<file path="config.mk">
export PLATFORM = sky130hd
export DESIGN_NAME = gb_fb_bank_writer
export DESIGN_NICKNAME = d
export VERILOG_FILES = /design/src/rtl/gb_fb_bank_writer.sv
export SDC_FILE = /design/constraint.sdc
export NUM_CORES = 1
export LEC_CHECK = 0
export CORE_AREA = 3 3 75 77
export DETAILED_ROUTE_END_ITERATION = 8
export DIE_AREA = 0 0 78 80
export PLACE_DENSITY = 0.79
export SLEW_MARGIN = 15
export SYNTH_ARGS = -nofsm -noshare
export SYNTH_HDL_FRONTEND = slang
export SYNTH_SLANG_ARGS = --single-unit
</file>
<file path="constraint.sdc">
create_clock -name GameBoy_clk -period 3.4 [get_ports GameBoy_clk]
set_input_delay 0.85 -clock GameBoy_clk [delete_from_list [all_inputs] [get_ports GameBoy_clk]]
set_output_delay 0.85 -clock GameBoy_clk [all_outputs]
set_load 0.02 [all_outputs]
</file>
<file path="src/rtl/gb_fb_bank_writer.sv">
// Write-side controller for a 2/3-bank GameBoy LCD framebuffer.
// Optional FB_VSYNC_RESYNC_EN: lcd_vsync realigns the counters to (0,0).
module gb_fb_bank_writer #(
  parameter int H_PIXELS  = 160,
  parameter int V_PIXELS  = 144,
  parameter int PIXEL_W   = 2,
  parameter int NUM_BANKS = 2,
  parameter int ADDR_W    = $clog2(H_PIXELS * V_PIXELS)
) (
  input  logic               GameBoy_clk,
  input  logic               GameBoy_reset,
  input  logic [PIXEL_W-1:0] px_data,
  input  logic               px_valid,
  input  logic               lcd_vsync,
  input  logic               rd_ack_tgl,
  output logic               wr_en,
  output logic [ADDR_W-1:0]  wr_addr,
  output logic [PIXEL_W-1:0] wr_data,
  output logic [1:0]         wr_bank,
  output logic [1:0]         rd_bank,
  output logic               pending_valid,
  output logic               frame_done,
  output logic [7:0]         frames_dropped,
  output logic               resync_err
);

  localparam int XW = (H_PIXELS > 1) ? $clog2(H_PIXELS) : 1;
  localparam int YW = (V_PIXELS > 1) ? $clog2(V_PIXELS) : 1;
  localparam logic [XW-1:0] X_LAST = XW'(H_PIXELS - 1);
  localparam logic [YW-1:0] Y_LAST = YW'(V_PIXELS - 1);

  generate
    if (NUM_BANKS != 2 && NUM_BANKS != 3) begin : g_bad_banks
      $error("NUM_BANKS must be 2 or 3");
    end
  endgenerate

  typedef enum logic [1:0] {FILL, HOLD, SKIP} state_t;

  state_t            state;
  logic [XW-1:0]     x;
  logic [YW-1:0]     y;
  logic [ADDR_W-1:0] base;
  logic [1:0]        pb;
  logic              s1, s2, s3;
  logic              ack, vs, acc, last, at_origin, drop;

`ifdef FB_VSYNC_RESYNC_EN
  assign vs = lcd_vsync;
`else
  logic unused_vsync;
  assign unused_vsync = lcd_vsync;
  assign vs = 1'b0;
`endif

  assign ack       = s2 ^ s3;
  assign acc       = px_valid && !vs;
  assign last      = acc && (x == X_LAST) && (y == Y_LAST);
  assign at_origin = (x == '0) && (y == '0);

  always_comb begin
    drop = 1'b0;
    if (NUM_BANKS == 3) drop = last && pending_valid;
    else drop = (state == HOLD) && last && !ack;
  end

  always_ff @(posedge GameBoy_clk or posedge GameBoy_reset) begin
    if (GameBoy_reset) begin
      s1 <= 1'b0;
      s2 <= 1'b0;
      s3 <= 1'b0;
    end else begin
      s1 <= rd_ack_tgl;
      s2 <= s1;
      s3 <= s2;
    end
  end

  // base tracks y*H_PIXELS so the address needs only an adder
  always_ff @(posedge GameBoy_clk or posedge GameBoy_reset) begin
    if (GameBoy_reset) begin
      x    <= '0;
      y    <= '0;
      base <= '0;
    end else if (vs) begin
      x    <= '0;
      y    <= '0;
      base <= '0;
    end else if (px_valid) begin
      if (x == X_LAST) begin
        x <= '0;
        if (y == Y_LAST) begin
          y    <= '0;
          base <= '0;
        end else begin
          y    <= y + 1'b1;
          base <= base + ADDR_W'(H_PIXELS);
        end
      end else begin
        x <= x + 1'b1;
      end
    end
  end

  always_ff @(posedge GameBoy_clk or posedge GameBoy_reset) begin
    if (GameBoy_reset) begin
      wr_en      <= 1'b0;
      wr_addr    <= '0;
      wr_data    <= '0;
      frame_done <= 1'b0;
      resync_err <= 1'b0;
    end else begin
      wr_en      <= acc && (state == FILL);
      frame_done <= last;
      resync_err <= vs && !at_origin;
      if (acc) begin
        wr_addr <= base + ADDR_W'(x);
        wr_data <= px_data;
      end
    end
  end

  // in triple mode pb holds the free bank whenever nothing is pending
  always_ff @(posedge GameBoy_clk or posedge GameBoy_reset) begin
    if (GameBoy_reset) begin
      state          <= FILL;
      wr_bank        <= 2'd0;
      rd_bank        <= 2'(NUM_BANKS - 1);
      pb             <= 2'd1;
      pending_valid  <= 1'b0;
      frames_dropped <= 8'd0;
    end else begin
      if (drop && frames_dropped != 8'hFF)
        frames_dropped <= frames_dropped + 8'd1;
      if (NUM_BANKS == 3) begin
        if (last && ack) begin
          rd_bank       <= wr_bank;
          wr_bank       <= pending_valid ? pb : rd_bank;
          pb            <= pending_valid ? rd_bank : pb;
          pending_valid <= 1'b0;
        end else if (last) begin
          pb            <= wr_bank;
          wr_bank       <= pb;
          pending_valid <= 1'b1;
        end else if (ack && pending_valid) begin
          rd_bank       <= pb;
          pb            <= rd_bank;
          pending_valid <= 1'b0;
        end
      end else begin
        pending_valid <= 1'b0;
        unique case (state)
          FILL: begin
            if (last) begin
              if (ack) begin
                wr_bank <= rd_bank;
                rd_bank <= wr_bank;
              end else begin
                state <= HOLD;
              end
            end
          end
          HOLD: begin
            if (ack) begin
              wr_bank <= rd_bank;
              rd_bank <= wr_bank;
              state   <= (last || vs) ? FILL : SKIP;
            end
          end
          SKIP: begin
            if (last || vs) state <= FILL;
          end
          default: state <= FILL;
        endcase
      end
    end
  end

endmodule

</file>
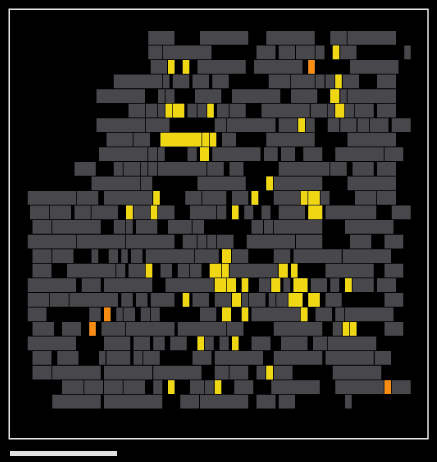
*Gate-type map, run 1*
Bar = 20 um.
Key: NOR gates = yellow [cells 49]; inverters = orange [cells 4]
Cell Count, Final, Fillers Out: 375
most used logic cell in the final layout: sky130_fd_sc_hd__dfrtp_1
fraction of standard cell area in multi-input logic: 0.361

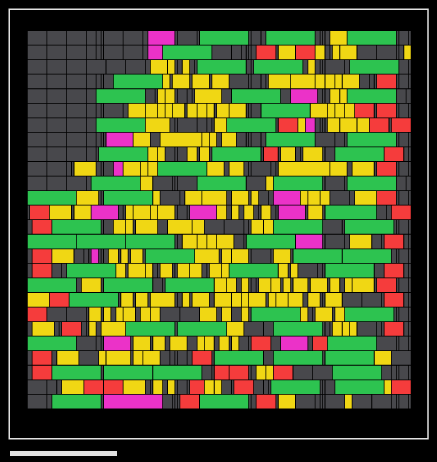
*Placement by cell class, run 1*
Bar = 20 um. Fill, decap, tap and diode cells in grey.
Key: flip-flops = green [cells 62, share of their area 46%]; all other logic = yellow [cells 188, share of their area 37%]; other buffers and delay cells = red [cells 40, share of their area 11%]; clock drivers and dummy loads = magenta [cells 15, share of their area 5.5%]

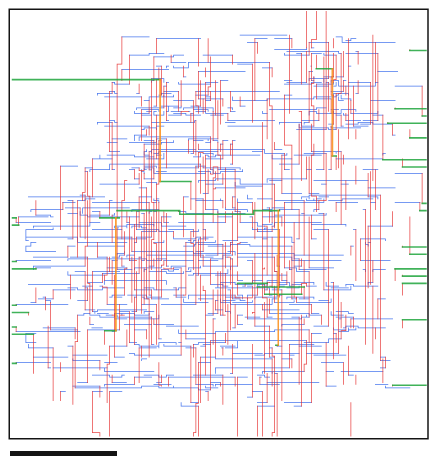
*Routed metal, one colour a layer, run 1*
Bar = 20 um.
Key: met3 = green [wire length 178 um]; met1 = blue [wire length 2,440 um]; met2 = red [wire length 2,500 um]; met4 = orange [wire length 81.6 um]
final routed wirelength across all metal layers: 5200 um
via total after detailed routing: 1,957
Global Route Usage Sum: 0.190
average detailed-routed wire length per instance: 13.9 um

==> notes.org, run 1 <==
#+TITLE: Synthesis and PnR summary

** Routing
- Detailed routing placed a total of around 180 um of wire on met3.
- Top layer used by detailed routing :: met4
- Total length of routed met2 wires :: 2500 um
- Drt drc :: 0
- Routed vias/inst :: approximately 5.2
- The detail route stage leaves a number of antenna-violating nets equal to 0.
- In this run, the number of DRC markers left after iteration 0 of detailed routing was between 90 and 100.
- In the per-layer breakdown of the detailed-route log, met1 shows about 2400 um.

** Yosys
- Post-synthesis area per instance :: between 10 and 15 um2
- Counting flops with an async set or reset pin after synthesis yields a share of 1.00.
- Post-synth EDFFs :: 0
- The number of cells reported by Yosys stat comes to 259.
- Post-synth top cells :: 61 x sky130_fd_sc_hd__dfrtp_1, 31 x sky130_fd_sc_hd__nor2_1, 21 x sky130_fd_sc_hd__xnor2_1
- Count of distinct cell types in the synthesized netlist :: 36
- The cell type that accounts for the most area after synthesis is sky130_fd_sc_hd__dfrtp_1.
- Dominant synthesized flop cell :: sky130_fd_sc_hd__dfrtp_1
- Top cells by area :: sky130_fd_sc_hd__dfrtp_1 53%, sky130_fd_sc_hd__xnor2_1 6.4%, sky130_fd_sc_hd__mux2_2 5.5%
- Post-synthesis, Yosys gives the total cell area as between 0.002 and 0.003 mm2.
- Yosys warnings :: 0
- After synthesis the cells add up to around 0.0029 mm2.
- Fraction of the yosys area taken by sequential cells :: 0.541
- Per the synth log, the flip-flop and latch total comes to a little over 60.
- Of the post-synthesis cell area, the dominant cell type holds 0.531.
- Top-count cell post-synth :: sky130_fd_sc_hd__dfrtp_1

** Clocking
- Post-CTS Hold Buffers :: 0
- The clock passes through at most 2 buffers.
- Post-CTS timing repair inserted 0 buffers for setup.
- The root buffer cell chosen for the clock tree is sky130_fd_sc_hd__clkbuf_8.
- Clock tree from TritonCTS :: built
- CTS added clock buffers totalling 9.
- Max H-tree Level :: 3
- After clock tree synthesis, the clock-pin slew on the worst setup and hold paths is 70 ps.
- Total of cells resized after clock tree synthesis :: 0
- The CTS log lists the clock sinks for this run as just over 60.
- For the worst-skew pair, the clock arrives at the later sink with an insertion delay of ~340 ps.

** Floorplanning
- Placeable core region :: roughly 0.0051 mm2
- The floorplan step set the die width to ~78 um.
- Rows :: 26
- The initial utilization of the core area, before any placement, comes to 0.566.
- Chip footprint :: ~0.0062 mm2
- Overall die height :: 80 um
- For this design the top-level I/O count stands at 40.

** Final timing
- The worst pin sits at a relative slew slack of 0.630.
- Final number of hold-violating endpoints :: 0
- Setup repair after global routing left no endpoint under its margin.
- Max-slew violation total from the final report :: 0
- Total Negative Setup Slacks :: 0 ps
- Worst-margin pin slew :: ~550 ps
- Portion of the clock cycle consumed by the worst path in the final layout :: 0.783
- Achievable frequency :: 0.375 GHz
- Setup clock skew after layout :: 12.5 ps
- From the final report, the count of setup violators was given as 0.

** Worst setup path
- By startpoint and endpoint, the worst setup path is classified as input port to register.
- In this run the worst setup path begins at px_valid.
- Along the worst path, the maximum fanout reaches 13.
- R2R depth :: 6
- Critical path launch point type :: input port
- CP Data Arrival Time :: roughly 2900 ps
- For reference, the critical path is captured by rd_bank[1]$_DFFE_PP0P_.
- The endpoint identified for the worst register-to-register timing path is rd_bank[1]$_DFFE_PP0P_.
- Flop-to-flop setup slack :: roughly 1100 ps
- Required time of the worst setup path :: between 3000 and 4000 ps
- Element type at the critical path end :: register

** Power
- Leakage :: about 0.0016 uW
- IR analysis of the VDD net gives a maximum drop of 0.000408 V.
- The completed layout was analyzed and its total power is between 1500 and 2000 uW.
- Cell area power density :: ~500 mW/mm2

** Global route
- Met1 capacity usage during global routing :: 0.251
- The via count of the first global-routing pass came to 1,985.
- Routing resource usage on met3 recorded by global route was 0.0339.
- Wire length of the first global-routing pass :: around 9300 um
- Maximum number of pins on one net before global-route repair :: 34
- GRT Residual Overflow :: 0
- In the global route stage, met2 resource usage came out at 0.301.
- Antenna violations before repair :: 0
- Global route summary, busiest routing layer listed as met2.

** Worst hold path
- Hold-critical path depth :: 0
- In this run the most critical hold path is launched from s1$_DFF_PP0_.
- Classification of the worst-slack hold path :: register to register

** Layout
- Area growth from synthesis to layout :: 21.8%
- Proportion of layout cells with a drive suffix above 1 :: 0.125
- Nets :: approximately 320
- For this run, the script counts the antenna cells in the layout as 0.
- The library cells used most frequently in the layout, excluding fill and tap cells, are 61 x sky130_fd_sc_hd__dfrtp_1, 36 x sky130_fd_sc_hd__clkdlybuf4s50_1, 31 x sky130_fd_sc_hd__nor2_1.
- In the final layout, the fill cell count is roughly 380.

** Job
- Max-capacitance violation count :: 0
- Across all stage logs, warnings added up to 27.

** Outcome
- The flow ran to the end, and the final reports show no timing, DRC or antenna violations.

** Place
- Routability congestion estimate from global placement :: 0.823
run 1: critical path: stages:
cell and delay (ps):
sky130_fd_sc_hd__clkdlybuf4s50_1 480, sky130_fd_sc_hd__nand4_1 280, sky130_fd_sc_hd__nor4_4 440, sky130_fd_sc_hd__buf_4 270
sky130_fd_sc_hd__o21ai_0 220, sky130_fd_sc_hd__mux2_2 340
run 1: flip-flops by register name (all words and copies together), names as in the netlist:
signal          count
base               10
frame_done          1
frames_dropped      8
rd_bank             2
s1                  1
s2                  1
s3                  1
state               2
wr_addr            15
wr_bank             2
wr_data             2
wr_en               1
x                   8
y                   8
run 1: where the power goes:
part	switching, uW	internal (uW)	total (uW)
Sequential	60.7	798	858
Clock	271	352	623
Combinational	121	121	242
run 1: stage by stage:
stage / std cells / hold slack [ps] / utilization / worst slack [ps] / cell area, um2
2_1_floorplan: 261 / 331 / - / 829 / 2880
3_3_place_gp: 360 / 338 / 0.652 / 415 / 3310
3_5_place_dp: 360 / 348 / 0.652 / 362 / 3310
4_1_cts: 375 / 368 / 0.689 / 720 / 3500
5_1_grt: 375 / 382 / 0.689 / 623 / 3500
6_report: 375 / 364 / 0.689 / 736 / 3500
run 1: layout make-up:
cell class	instances	area [um2]	area share
inverter	4	15.0	0.00429
tap	70	87.6	0.0250
clock inverter	4	47.5	0.0136
clock buffer	11	141	0.0404
multi-input combinational	184	1260	0.361
timing repair buffer	40	390	0.112
sequential	62	1550	0.444
run 1: logic make-up (layout without fill, tap and decap cells):
kind of cell,Yosys count,after routing,share of synthesized area
flops,62,62,0.541
mux,16,16,0.0618
buf+inv,15,59,0.0222
fa+ha+maj,8,8,0.0348
simple gates,90,90,0.161
other cells,1,3,0.00131
xor+xnor,36,36,0.110
compound gates,31,31,0.0688
==> run 1 -> run 2 <==
- CORE_AREA: 3 3 75 77 -> 3 3 81 83
- DIE_AREA: 0 0 78 80 -> 0 0 84 86
- PLACE_DENSITY: 0.79 -> 0.71
- clock period: 3.4 -> 2.4 ns (I/O delays scaled with it)
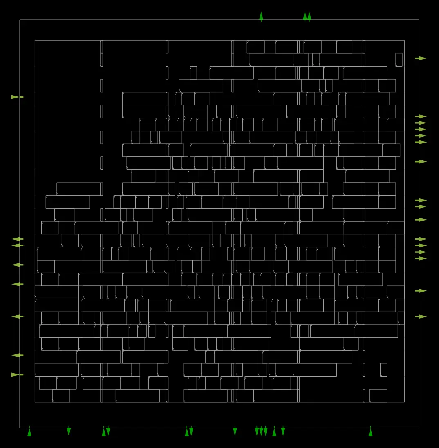
*Placed standard cells, run 2*
number of fill cells: 483
end-of-flow core utilization: 0.606

==> run 2 against run 1 <==
  * Global-route usage down 3.1 points
  * Area after synthesis unchanged
  * Non-clock buffer count up 8
  * Final area up 2.6%
  * Combinational power up 54%
  * Die size up 16%
  * Setup slack worse by 540 ps
  * Highest routed layer unchanged
==> notes.org, run 2 <==
#+TITLE: Synthesis and PnR summary

** Yosys
- Cell type with the largest total area :: sky130_fd_sc_hd__dfrtp_1
- Count of distinct cell types in the synthesized netlist :: 36 (unchanged)
- Sorting the synthesized cells by area gives the leading types as sky130_fd_sc_hd__dfrtp_1 53%, sky130_fd_sc_hd__xnor2_1 6.4%, sky130_fd_sc_hd__mux2_2 5.5%.
- Top-count cell post-synth :: sky130_fd_sc_hd__dfrtp_1
- The total of flip-flops plus latches after synthesis came to 62 (unchanged).
- Gate Count Post-Synth :: between 200 and 300
- The portion of the post-synthesis area used by sequential elements came to 0.541 (unchanged).
- The count of warnings emitted by yosys was 0 (unchanged).
- Post-synthesis chip area from yosys :: 0.00287 mm2 (unchanged)
- Cell count listed in synth_stat.txt :: 259 (unchanged)
- The post-synth design cell area was 0.00287 mm2 (unchanged).
- Post-synthesis area per instance :: 11.1 um2 (unchanged)
- Yosys top cell area share :: 0.531 (unchanged)
- The post-synth tally of flip-flops with integrated enable was 0 (unchanged).
- Dominant synthesized flop cell :: sky130_fd_sc_hd__dfrtp_1
- The synthesis run shows the most used standard cells to be 61 x sky130_fd_sc_hd__dfrtp_1, 31 x sky130_fd_sc_hd__nor2_1, 21 x sky130_fd_sc_hd__xnor2_1.
- Asr flop ratio synth :: 1.00 (unchanged)

** Routing
- The detail-routed net length per standard cell was 13.4 um (-3.4%).
- The residual antenna-violating net count after detailed routing was 0 (unchanged).
- The routed via count was 2,013 (+2.9%).
- The aggregate routed wire length is 5200 um (about the same).
- The first detailed-routing pass took 4 iterations.
- The post-detailed-route via-to-cell ratio is 5.19 (-0.58%).
- The number of violations reported at the end of detailed-routing iteration 0 came to 69 (-24%).
- The number of design rule violations left after detail routing was 0 (unchanged).

** Worst setup path
- Worst-path maximum fanout :: 4 (-9)
- Following the worst setup path forward leads to its endpoint at wr_bank[1]$_DFFE_PP0P_.
- R2R depth :: 5 (-1)
- The data required time of the worst path is 2610 ps (-1010 ps).
- Element type at the critical path end :: register
- Walking the worst path, the cells encountered are clkdlybuf4s50_1, nand4_1, nor4_4, buf_4, o21ai_0, mux2_2.
- The worst setup path is launched from an input port.
- For the worst reg-to-reg path, the endpoint reported by OpenROAD is wr_bank[1]$_DFFE_PP0P_.
- CP delay by family, top :: buffers and inverters
- Critical Setup Path Class :: input port to register
- Cell at the slowest stage of the critical path :: sky130_fd_sc_hd__clkdlybuf4s50_1
- The internal reg-to-reg setup slack is 230 ps (-830 ps).
- The critical path starts at px_valid.
- The data arrival time of the critical path is 2410 ps (-470 ps).
- The largest stage delay on the critical path was 480 ps (about the same).
- The number of gates on the worst path with buffers counted came to 6 (unchanged).
- Buffers and inverters on the worst path :: 2 (unchanged)
- The worst register-to-register path begins at y[4]$_DFFE_PP0P_.

** Floorplanning
- The die span in x is 84 um (+7.7%).
- Overall die height :: 86 um (+7.5%)
- Placeable core region :: 0.00592 mm2 (+17%)
- Chip footprint :: 0.00722 mm2 (+16%)
- The fraction of the core area occupied by cells at floorplan is 0.485 (-0.0809).
- The I/O pin count is 40 (unchanged).
- Rows :: 28 (+7.7%)

** Clocking
- The post-CTS setup repair buffer count is 0 (unchanged).
- The number of clock buffers inserted by TritonCTS is 9 (unchanged).
- Post-CTS Hold Buffers :: 0 (unchanged)
- The number of clock sinks seen by CTS is 62 (unchanged).
- The post-cts gate resize count was 0 (unchanged).
- The cell sitting at the root of the clock tree is a sky130_fd_sc_hd__clkbuf_8.
- The maximum clock path buffer count was 2 (unchanged).
- The clock latency on the worst-skew pair came to 330 ps (about the same).
- The clock transition at the register clock pins on the worst setup and hold paths after CTS is 60 ps (about the same).
- Max H-tree Level :: 3 (unchanged)
- Clock tree from TritonCTS :: built

** Layout
- Most flops, register :: wr_addr
- The share of final-layout standard cells stronger than drive strength 1 is 0.147 (+0.0224).
- Area growth from synthesis to layout :: 25.0%
- The number of non-filler instances in the completed layout was 388 (+3.5%).
- Max FFs per register :: 15 (unchanged)
- The largest registers in the layout are wr_addr (15), base (10).
- Number of inserted diodes :: 0 (unchanged)
- Most used logic cell in the final layout :: sky130_fd_sc_hd__dfrtp_1
- Most numerous logic cells after layout :: 61 x sky130_fd_sc_hd__dfrtp_1, 36 x sky130_fd_sc_hd__clkdlybuf4s50_1, 31 x sky130_fd_sc_hd__nor2_1
- Area of all placed cells without fillers :: 0.00359 mm2 (+2.6%)
- Nets :: 324 (+2.5%)

** Outcome
- The run finished with clean final reports.

** Global route
- Antenna violations before repair :: 0 (unchanged)
- Number of global-route vias before repair :: 1,975 (-0.50%)
- Global Route Usage Sum :: 0.160 (-0.0306)
- GRT Residual Overflow :: 0 (unchanged)
- The global-route wire length before repair was 9160 um (-1.0%).
- Maximum number of pins on one net before global-route repair :: 34 (unchanged)

** Power
- The leakage power is 0.00163 uW (+2.9%).
- Cell area power density :: 684 mW/mm2 (+39%)
- Peak supply drop :: 0.000660 V (+62%)

** Worst hold path
- Start point of the worst hold path :: s1$_DFF_PP0_
- Hold-critical path depth :: 0 (unchanged)
- According to the hold report, the worst path is of the register to register type.
- Worst hold path endpoint :: s2$_DFF_PP0_

** Final timing
- Post-layout minimum cycle time :: 2200 ps
- Portion of the clock cycle consumed by the worst path in the final layout :: 0.918
- Achievable frequency :: about 0.45 GHz
- RSZ-0062 raised after global routing :: no
- Final worst setup slack :: 198 ps (-539 ps)
- Max-slew violation total from the final report :: 0 (unchanged)
- The final-report hold violation count was 0 (unchanged).
- The setup TNS was 0 ps (unchanged).
- The slew at the pin closest to its max-slew limit is 552 ps (+2.74 ps).
- Final-report setup violation count :: 0 (unchanged)
- Setup clock skew after layout :: 9.59 ps (-2.87 ps)
- The worst relative slew slack is 0.628 (-0.00184).

** Place
- Count of buffers from port buffering :: 36
- The post-placement cell area is 0.00340 mm2 (+2.8%).
- Summed over all nets, the half-perimeter wirelength after detailed placement is approximately 3700 um.
- The number of cells in the design after placement came to 373 (+3.6%).
- The post-placement setup slack was -163 ps (-525 ps).
- Routability congestion estimate from global placement :: 0.833 (+1.2%)

** Job
- The count of max-cap constraint violations is 0 (unchanged).
- The tally of OpenROAD warnings was 27 (unchanged).
[run 2: cell types whose count changed in the layout (fill, tap and decap cells not counted), sizes merged]
cell	delta
buf	+8
[run 2: area by class of cell]
cell class,instances,area (um2),area share
Tap cell,75,93.8,0.0261
Clock inverter,4,47.5,0.0132
Clock buffer,11,141,0.0394
Timing Repair Buffer,48,475,0.132
Sequential cell,62,1550,0.433
Inverter,4,15.0,0.00418
Multi-Input combinational cell,184,1260,0.352
[run 2: worst reg2reg max path: cells and delay by family, from the launching register on]
family	cells	cell delay [ps]
muxes	1	340
buffers and inverters	1	180
AOI/OAI and AO/OA	1	190
and+or+nand+nor	2	930
DFF	1	420
[run 2: kinds of logic (layout without fill, tap and decap cells)]
family,after synthesis,count (layout),share of synthesized area
AND-OR/OR-AND,31,31,0.0688
XOR/XNOR,36,36,0.110
adder cells (fa/ha/maj),8,8,0.0348
buffers and inverters,15,67,0.0222
flip-flops,62,62,0.541
multiplexers,16,16,0.0618
other,1,3,0.00131
AND/OR/NAND/NOR,90,90,0.161
[run 2: per-layer routing]
metal  GRT usage  vias up  share of wire
li1            -      995              -
met1       0.208      977           0.49
met2       0.255       37           0.47
met3      0.0403        4          0.030
met4      0.0702        0         0.0085
met5           0        -              0
[run 2: power breakdown]
part	internal [uW]	total, uW	switching (uW)
Sequential	1130	1200	74.6
Clock	499	879	380
Combinational	188	372	184
Total	1820	2460	639
[run 2: per-stage QoR]
| step | total power, uW | hold slack, ps |
|---|---|---|
| after floorplan | 1440 | 331 |
| after global placement | 1590 | 339 |
| after detailed placement | 1600 | 348 |
| after CTS | 2490 | 368 |
| after global routing | 2580 | 374 |
| final | 2460 | 367 |
==> run 2 -> run 3 <==
- REMOVE_ABC_BUFFERS: default -> 1
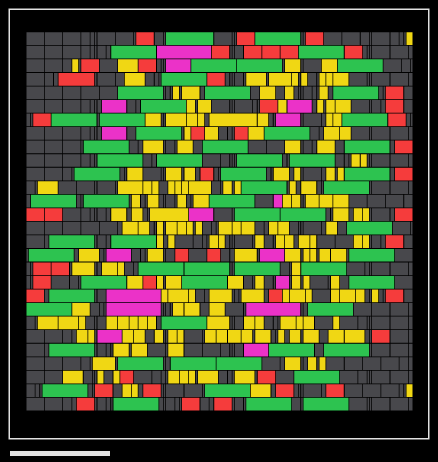
*Placement by cell class, run 3*
Bar = 20 um. Fill, decap, tap and diode cells in grey.
Key: other buffers and delay cells = red [cells 45, share of their area 12%]; clock drivers and dummy loads = magenta [cells 16, share of their area 7.6%]; all other logic = yellow [cells 188, share of their area 36%]; flip-flops = green [cells 62, share of their area 44%]
end-of-flow core utilization: 0.615
Rows: 28
share of the final layout cell area in sequential cells: 0.426
placeable core region: 0.00592 mm2
area of all placed cells without fillers: 0.00364 mm2

==> run 3 against run 2 <==
  * Critical path depth is 1 lower
  * Critical endpoint is now wr_bank[0]$_DFFE_PP0P_
  * Synthesized cell count stayed put
  * Largest cell class unchanged
  * Total power is 13% higher
==> notes.org, run 3 <==
#+TITLE: Synthesis and PnR summary

** Outcome
- Result of the run :: completed

** Global route
- Wire length of the first global-routing pass :: 9090 um (-0.68%)
- Maximum number of pins on one net before global-route repair :: 63 (+85%)
- The fraction of met3 tracks used by global routing was 0.0365 (-0.00384).
- The via count of the first global-routing pass is 2,032 (+2.9%).
- The met1 routing resource usage after global routing was 0.182 (-0.0261).

** Floorplanning
- The I/O pin count came to 40 (unchanged).
- The vertical die dimension was 86 um (unchanged).
- Chip footprint :: 0.00722 mm2 (unchanged)
- Core utilization at floorplan :: 0.485 (unchanged)

** Yosys
- The proportion of synthesized area in mux cells was 0.0618 (unchanged).
- The synthesized design spends more area on one cell type than any other, namely sky130_fd_sc_hd__dfrtp_1.
- Dominant kind of combinational cell :: simple AND/OR/NAND/NOR gates
- The commonest register cell is sky130_fd_sc_hd__dfrtp_1.
- The post-synthesis cell type count is 36 (unchanged).
- Cell count listed in synth_stat.txt :: 259 (unchanged)
- By area the synthesized netlist is led by sky130_fd_sc_hd__dfrtp_1 53%, sky130_fd_sc_hd__xnor2_1 6.4%, sky130_fd_sc_hd__mux2_2 5.5%.
- Fraction of the yosys area taken by sequential cells :: 0.541 (unchanged)
- The synthesis stats list as the most numerous cell sky130_fd_sc_hd__dfrtp_1.
- Yosys top cell area share :: 0.531 (unchanged)
- Post-synthesis area per instance :: 11.1 um2 (unchanged)
- The total of flip-flops plus latches after synthesis came to 62 (unchanged).

** Clocking
- TritonCTS built the clock tree.
- Buffers inserted by post-CTS timing repair :: 0 (unchanged)
- Clock insertion delay at the later pin of the skew report :: 340 ps (about the same)
- Num CTS Buffers :: 9 (unchanged)

** Routing
- The wire length on met1 is 2320 um (-8.4%).
- Antenna-violating nets left :: 0 (unchanged)
- Violation count after the first detailed-routing iteration :: 93 (+35%)
- Average detailed-routed wire length per instance :: 13.2 um (-1.7%)
- Total length of routed met2 wires :: 2490 um (+1.2%)

** Worst setup path
- Element type at the critical path end :: register
- The largest driver fanout on the critical path is 5 (+1).
- Capturing point of the worst reg2reg path :: wr_bank[0]$_DFFE_PP0P_
- The internal reg-to-reg setup slack came to 150 ps (-80 ps).
- The worst setup path is launched from a register.
- The logic depth of the worst register-to-register path came to 5 (unchanged).

** Layout
- Registers with the most flip-flops :: wr_addr (15), base (10)
- Max FFs per register :: 15 (unchanged)
- The final net count is 321 (-0.93%).
- The share of final-layout standard cells stronger than drive strength 1 is 0.148 (+0.000945).

** Worst hold path
- The number of cells on the worst hold path came to 0 (unchanged).
- Worst hold path endpoint :: s2$_DFF_PP0_

** Power
- Peak supply drop :: 0.000526 V (-20%)
- Power share of the combinational group :: 0.124 (-0.027)
- The proportion of power drawn by the clock network was 0.441 (+0.083).
- Total power after layout :: 2780 uW (+13%)
- Net Sw Frac :: 0.236 (-0.0238)
- The sequential cell power came to 1210 uW (about the same).
- The power of the combinational group came to 345 uW (-7.3%).
- Portion of total power attributed to sequential cells :: 0.435 (-0.056)
- Cell internal pwr :: 2130 uW (+17%)
- The total clock network power was 1230 uW (+40%).

** Place
- The tally of buffers added on design ports came to 36 (unchanged).
- The global placement routability congestion was 0.820 (-1.5%).

** Final timing
- The final number of setup-violating endpoints is 0 (unchanged).
- The slew at the pin closest to its max-slew limit is 585 ps (+33.6 ps).
- The hold slack came to 361 ps (-6.81 ps).
- The final-report hold violation count was 0 (unchanged).
- Setup repair after global routing left no endpoint under its margin.
- The post-route minimum period is 2250 ps (+50.9 ps).

** Job
- Tally of OpenROAD warnings :: 26 (-3.7%)
run 3: cell counts after synthesis:
Identical to the previous run, type by type.
run 3: repair_timing:
action | in CTS | in global routing
resized | 0 | 1
hold buffers | 0 | 0
endpoints found under the setup margin | 0 | 1
run 3: worst max path at each step:
stage                                start                             to  slack [ps]  cells after the start
after floorplan           y[4]$_DFFE_PP0P_  frames_dropped[7]$_DFFE_PP0P_         -40                      5
after global placement            px_valid         wr_bank[1]$_DFFE_PP0P_        -200                      6
after detailed placement          px_valid         wr_bank[1]$_DFFE_PP0P_        -200                      6
after CTS                         px_valid         wr_bank[0]$_DFFE_PP0P_         130                      6
after global routing      y[4]$_DFFE_PP0P_         wr_bank[1]$_DFFE_PP0P_          30                      5
final                     y[4]$_DFFE_PP0P_         wr_bank[0]$_DFFE_PP0P_         150                      5
run 3: stage by stage:
step            util  setup slack [ps]  TNS [ps]  instances  area, um2
2_1_floorplan      -             -36.1     -36.1        250       2830
3_3_place_gp   0.568              -198     -1570        370       3370
3_5_place_dp   0.568              -204     -1800        370       3370
4_1_cts        0.614               131         0        386       3640
5_1_grt        0.615              32.7         0        386       3640
6_report       0.615               147         0        386       3640
run 3: worst max-delay path: cells and delay by family (launching register included):
kind	cells	cell delay (ps)
AND/OR/NAND/NOR	2	970
buffers and inverters	1	200
multiplexers	1	340
AND-OR/OR-AND	1	200
flip-flops	1	420
run 3: area by class of cell:
type | count | area (um2) | share of cell area
well taps | 75 | 93.8 | 0.0258
flip-flops and latches | 62 | 1550 | 0.426
multi-input cells | 184 | 1270 | 0.348
clock buffers | 10 | 138 | 0.0378
repair buffers | 45 | 440 | 0.121
inverters | 4 | 15.0 | 0.00412
clock inverters | 6 | 133 | 0.0364

==> layout pictures side by side <==
Sequential cells grouped by signal name.
Bar = 20 um.
Plate I
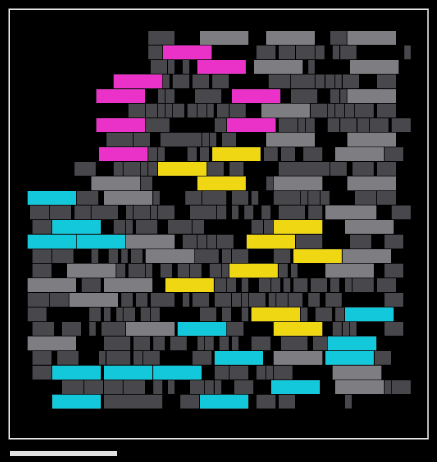
Plate II
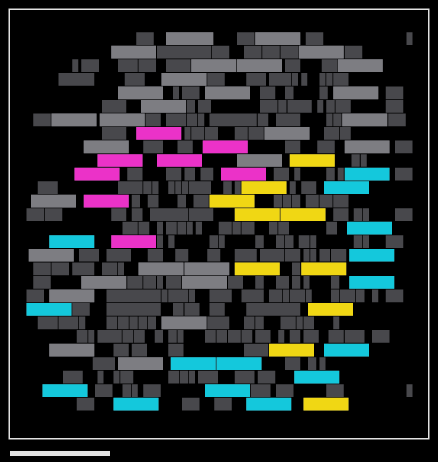
The one with the largest die is Plate II.
For run 3, see Plate II.
For run 1, see Plate I.

Key to Plate II:
Key: `y` = magenta [sequential cells 8]; `base` = yellow [sequential cells 10]; `wr_addr` = cyan [sequential cells 15]
Another 29 sequential cells are not coloured.

Power figures rest on the tool's default switching activity, not on a simulated workload.
